[config.mk]
export PLATFORM = sky130hd
export DESIGN_NAME = patch_addr_gen
export DESIGN_NICKNAME = d
export VERILOG_FILES = /design/src/rtl/patch_addr_gen.sv
export SDC_FILE = /design/constraint.sdc
export NUM_CORES = 1
export LEC_CHECK = 0
export CAP_MARGIN = 20
export CORE_UTILIZATION = 44
export DETAILED_ROUTE_END_ITERATION = 12
export PLACE_DENSITY_LB_ADDON = 0.12
export SYNTH_ARGS = -nofsm -noshare
export SYNTH_HDL_FRONTEND = slang
export SYNTH_SLANG_ARGS = --single-unit
[constraint.sdc]
create_clock -name clk -period 7 [get_ports clk]
set_input_delay 1.4 -clock clk [delete_from_list [all_inputs] [get_ports clk]]
set_output_delay 1.4 -clock clk [all_outputs]
set_load 0.01 [all_outputs]
[src/rtl/patch_addr_gen.sv]
// 3x3 convolution window address generator: column-major stride-1 scan over an
// IMG_W x IMG_H image with a registered ISSUE/LOAD/VALID handshake per patch.
module patch_addr_gen #(
  parameter int IMG_W = 28,
  parameter int IMG_H = 28
) (
  input  logic       clk,
  input  logic       rst,
  input  logic       start,
  input  logic       patch_ready,
  output logic [9:0] pixel_addr0,
  output logic [9:0] pixel_addr1,
  output logic [9:0] pixel_addr2,
  output logic [9:0] pixel_addr3,
  output logic [9:0] pixel_addr4,
  output logic [9:0] pixel_addr5,
  output logic [9:0] pixel_addr6,
  output logic [9:0] pixel_addr7,
  output logic [9:0] pixel_addr8,
  output logic       load,
  output logic       load_full_patch,
  output logic       patch_valid,
  output logic [4:0] out_row,
  output logic [4:0] out_col,
  output logic       busy,
  output logic       done
);

  typedef enum logic [2:0] {
    IDLE,
    ISSUE,
    LOAD,
    VALID,
    DONE
  } state_t;

  state_t     state_q;
  logic [4:0] row_q, col_q;
  logic [4:0] row_d, col_d;
  logic [9:0] base_d;
  logic [9:0] addr_q [9];
  logic [9:0] addr_d [9];
  logic       load_q, full_q, valid_q, busy_q, done_q;
  logic       last_row, last_col;

  assign last_row = (row_q == 5'(IMG_H - 3));
  assign last_col = (col_q == 5'(IMG_W - 3));

  // Next window position: cleared when leaving IDLE, advanced on a VALID handshake.
  // Addresses are computed from these so they land in the same edge that enters ISSUE.
  always_comb begin
    row_d = row_q;
    col_d = col_q;
    if (state_q == IDLE) begin
      row_d = '0;
      col_d = '0;
    end else if (!last_row) begin
      row_d = row_q + 5'd1;
    end else begin
      row_d = '0;
      col_d = col_q + 5'd1;
    end
    base_d = 10'(row_d) * 10'(IMG_W) + 10'(col_d);
    for (int unsigned k = 0; k < 9; k++) begin
      addr_d[k] = base_d + 10'(k / 3) * 10'(IMG_W) + 10'(k % 3);
    end
  end

  always_ff @(posedge clk or negedge rst) begin
    if (!rst) begin
      state_q <= IDLE;
      row_q   <= '0;
      col_q   <= '0;
      load_q  <= 1'b0;
      full_q  <= 1'b0;
      valid_q <= 1'b0;
      busy_q  <= 1'b0;
      done_q  <= 1'b0;
      for (int unsigned k = 0; k < 9; k++) addr_q[k] <= '0;
    end else begin
      case (state_q)
        IDLE: begin
          done_q <= 1'b0;
          if (start) begin
            row_q   <= row_d;
            col_q   <= col_d;
            addr_q  <= addr_d;
            busy_q  <= 1'b1;
            state_q <= ISSUE;
          end
        end
        ISSUE: begin
          load_q  <= 1'b1;
          full_q  <= (row_q == '0);
          state_q <= LOAD;
        end
        LOAD: begin
          load_q  <= 1'b0;
          full_q  <= 1'b0;
          valid_q <= 1'b1;
          state_q <= VALID;
        end
        VALID: begin
          if (patch_ready) begin
            valid_q <= 1'b0;
            if (!last_row || !last_col) begin
              row_q   <= row_d;
              col_q   <= col_d;
              addr_q  <= addr_d;
              state_q <= ISSUE;
            end else begin
              busy_q  <= 1'b0;
              done_q  <= 1'b1;
              state_q <= DONE;
            end
          end
        end
        DONE: begin
          done_q  <= 1'b0;
          state_q <= IDLE;
        end
        default: state_q <= IDLE;
      endcase
    end
  end

  assign pixel_addr0     = addr_q[0];
  assign pixel_addr1     = addr_q[1];
  assign pixel_addr2     = addr_q[2];
  assign pixel_addr3     = addr_q[3];
  assign pixel_addr4     = addr_q[4];
  assign pixel_addr5     = addr_q[5];
  assign pixel_addr6     = addr_q[6];
  assign pixel_addr7     = addr_q[7];
  assign pixel_addr8     = addr_q[8];
  assign load            = load_q;
  assign load_full_patch = full_q;
  assign patch_valid     = valid_q;
  assign out_row         = row_q;
  assign out_col         = col_q;
  assign busy            = busy_q;
  assign done            = done_q;

endmodule

Figure 1. The metal 3 layer.
Drawn at 4 px/um.
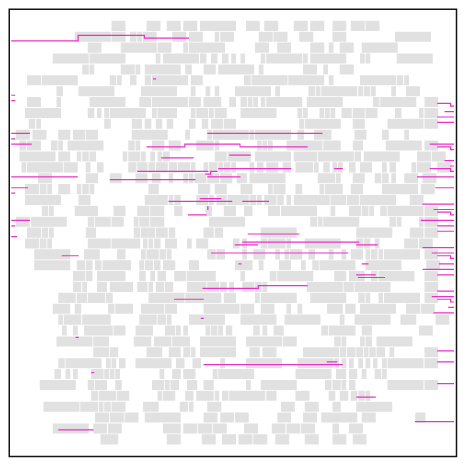
- longest straight run: 34.5 um
- share of all routed wire: 4.8%
met3 usage: 0.04083
Routed WL: 12750 um

==> results.tsv <==
stage	metric	value	unit
run_status	outcome	complete, but fails checks	
run_status	failing checks	design-rule violations	
place	Detail Placement HPWL	9353	um
worst_setup_path	WP data arrival	5.75	ns
cts	clk slew on worst S/H paths	0.07	ns
global_route	GRT Total Usage	0.2196	
cts	clk ins delay skew pair	0.34	ns
final_timing	period utilisation layout	0.7950	
floorplanning	I/O Pins	109	
floorplanning	Die Wd	111.4	um
worst_setup_path	reg-to-reg critical path startpoint	out_row[0]$_DFFE_PN0P_	
routing	DR DRC count	12	
global_route	vias in the first global route	4201	
cts	post-cts sizing count	0	
routing	Top Layer Used	met4	
logic_synthesis	Post-synth mux share	0.01876	
global_route	busiest layer in global routing	met2	
global_route	met1 usage in global routing	0.2980	
cts	post-CTS setup buffers	0	
layout	P&R area growth vs syn	25.96	%
routing	DRT Pass-1 Iters	9	
place	# placed instances	788	
logic_synthesis	Simple-Gate Area Share	0.1784	
worst_setup_path	crit path kind	flop to flop	
worst_setup_path	crit path DRT	7.18	ns
final_timing	Setup TNS	0	ns
final_timing	post-route minimum period	5.565	ns
final_timing	Final Hold Viols	0	
worst_setup_path	Worst Setup Start Kind	flop	
routing	WL met1	5748	um
global_route	total global routing overflow	0	
logic_synthesis	cell count listed in synth_stat.txt	573	
routing	met2 WL	6228	um
worst_setup_path	R2R depth	16	
logic_synthesis	post-synth top area share	0.4276	
logic_synthesis	Adder Area Share	0.07981	
global_route	met2 usage in global routing	0.3633	
worst_setup_path	CP Max Fanout	11	
global_route	initial antenna violation count	0	
final_timing	top achievable clock speed	0.1797	GHz
final_timing	Setup-failing EPs final	0	
floorplanning	Initial Utilization	0.4555	
Figure 2. Close-up of the layout.
Region (59, 59) to (109, 109) um. Cells in gray, sequential cells in the stronger gray; small squares are vias.
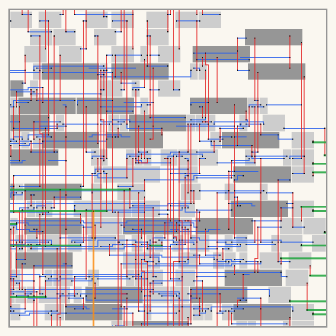
- metal 2: red
- metal 3: green
- metal 4: orange
- metal 1: blue
- cells with their middle in the window: 147
- most frequent: nand2_1 (41), clkdlybuf4s50_1 (31), dfrtp_1 (26)
- netlist names of flops here include: `pixel_addr5` (7), `pixel_addr4` (5), `pixel_addr3` (4)
- sequential cells in the window: 26

[worst min path at each step]
| stage | startpoint | endpoint | slack [ns] | cells past startpoint |
|---|---|---|---|---|
| detailed placement | pixel_addr6[5]$_DFFE_PN0P_ | pixel_addr6[5]$_DFFE_PN0P_ | 0.47 | 2 |
| global route | pixel_addr6[5]$_DFFE_PN0P_ | pixel_addr6[5]$_DFFE_PN0P_ | 0.51 | 2 |
| finish | pixel_addr4[4]$_DFFE_PN0P_ | pixel_addr4[4]$_DFFE_PN0P_ | 0.48 | 2 |
| floorplan | state_q[2]$_DFFE_PN0P_ | state_q[1]$_DFFE_PN0P_ | 0.51 | 1 |
| CTS | pixel_addr6[5]$_DFFE_PN0P_ | pixel_addr6[5]$_DFFE_PN0P_ | 0.48 | 2 |
| global placement | pixel_addr5[3]$_DFFE_PN0P_ | pixel_addr5[3]$_DFFE_PN0P_ | 0.47 | 2 |
[layout make-up]
| class | count | area (sq um) | area share |
|---|---|---|---|
| Clock buffer | 11 | 252.7 | 0.03809 |
| Timing Repair Buffer | 114 | 1124 | 0.1693 |
| Clock inverter | 4 | 26.28 | 0.003960 |
| Tap cell | 143 | 178.9 | 0.02697 |
| Sequential cell | 90 | 2252 | 0.3394 |
| Inverter | 18 | 67.56 | 0.01018 |
| Multi-Input combinational cell | 423 | 2734 | 0.4120 |
[registers in the layout, summed over array words and instances, names as in the netlist]
| register | flops |
|---|---|
| pixel_addr4 | 8 |
| pixel_addr3 | 8 |
| pixel_addr8 | 7 |
| pixel_addr6 | 7 |
| pixel_addr5 | 8 |
| busy | 1 |
| out_row | 5 |
| load | 1 |
| pixel_addr0 | 8 |
| pixel_addr1 | 10 |
| done | 1 |
| pixel_addr2 | 9 |
| out_col | 5 |
| state_q | 3 |
| load_full_patch | 1 |
| pixel_addr7 | 7 |
| patch_valid | 1 |
[Yosys cell counts (all sizes together)]
library cell  number
nand2            104
dfrtp             90
o21ai             61
nor2              44
xnor2             44
a21oi             27
xor2              26
ha                24
buf               23
clkbuf            19
inv               18
nor3              11
nand3              8
mux2               7
nand2b             7
fa                 6
nor2b              6
or2                5
a21o               4
a211oi             3
and2               3
nand3b             3
nand4              3
nor4               3
nor4b              3
o21a               3
mux2i              2
o21bai             2
o22ai              2
o32ai              2
a221o              1
a22oi              1
and3               1
and4               1
and4b              1
nor3b              1
o41ai              1
or3                1
or3b               1
or4                1
[through the flow]
step	hold WS [ns]	setup slack [ns]	cell area [sq um]
global route	0.5057	1.057	6635
CTS	0.4848	1.430	6635
global placement	0.4664	1.568	6356
finish	0.4795	1.435	6635
detailed placement	0.4677	1.456	6356
floorplan	0.5068	2.019	5268
[tightest hold or removal path, stage by stage (launching register included)]
cell	delay (ns)
dfrtp_1	0.34
nand2_1	0.05
o21ai_0	0.06
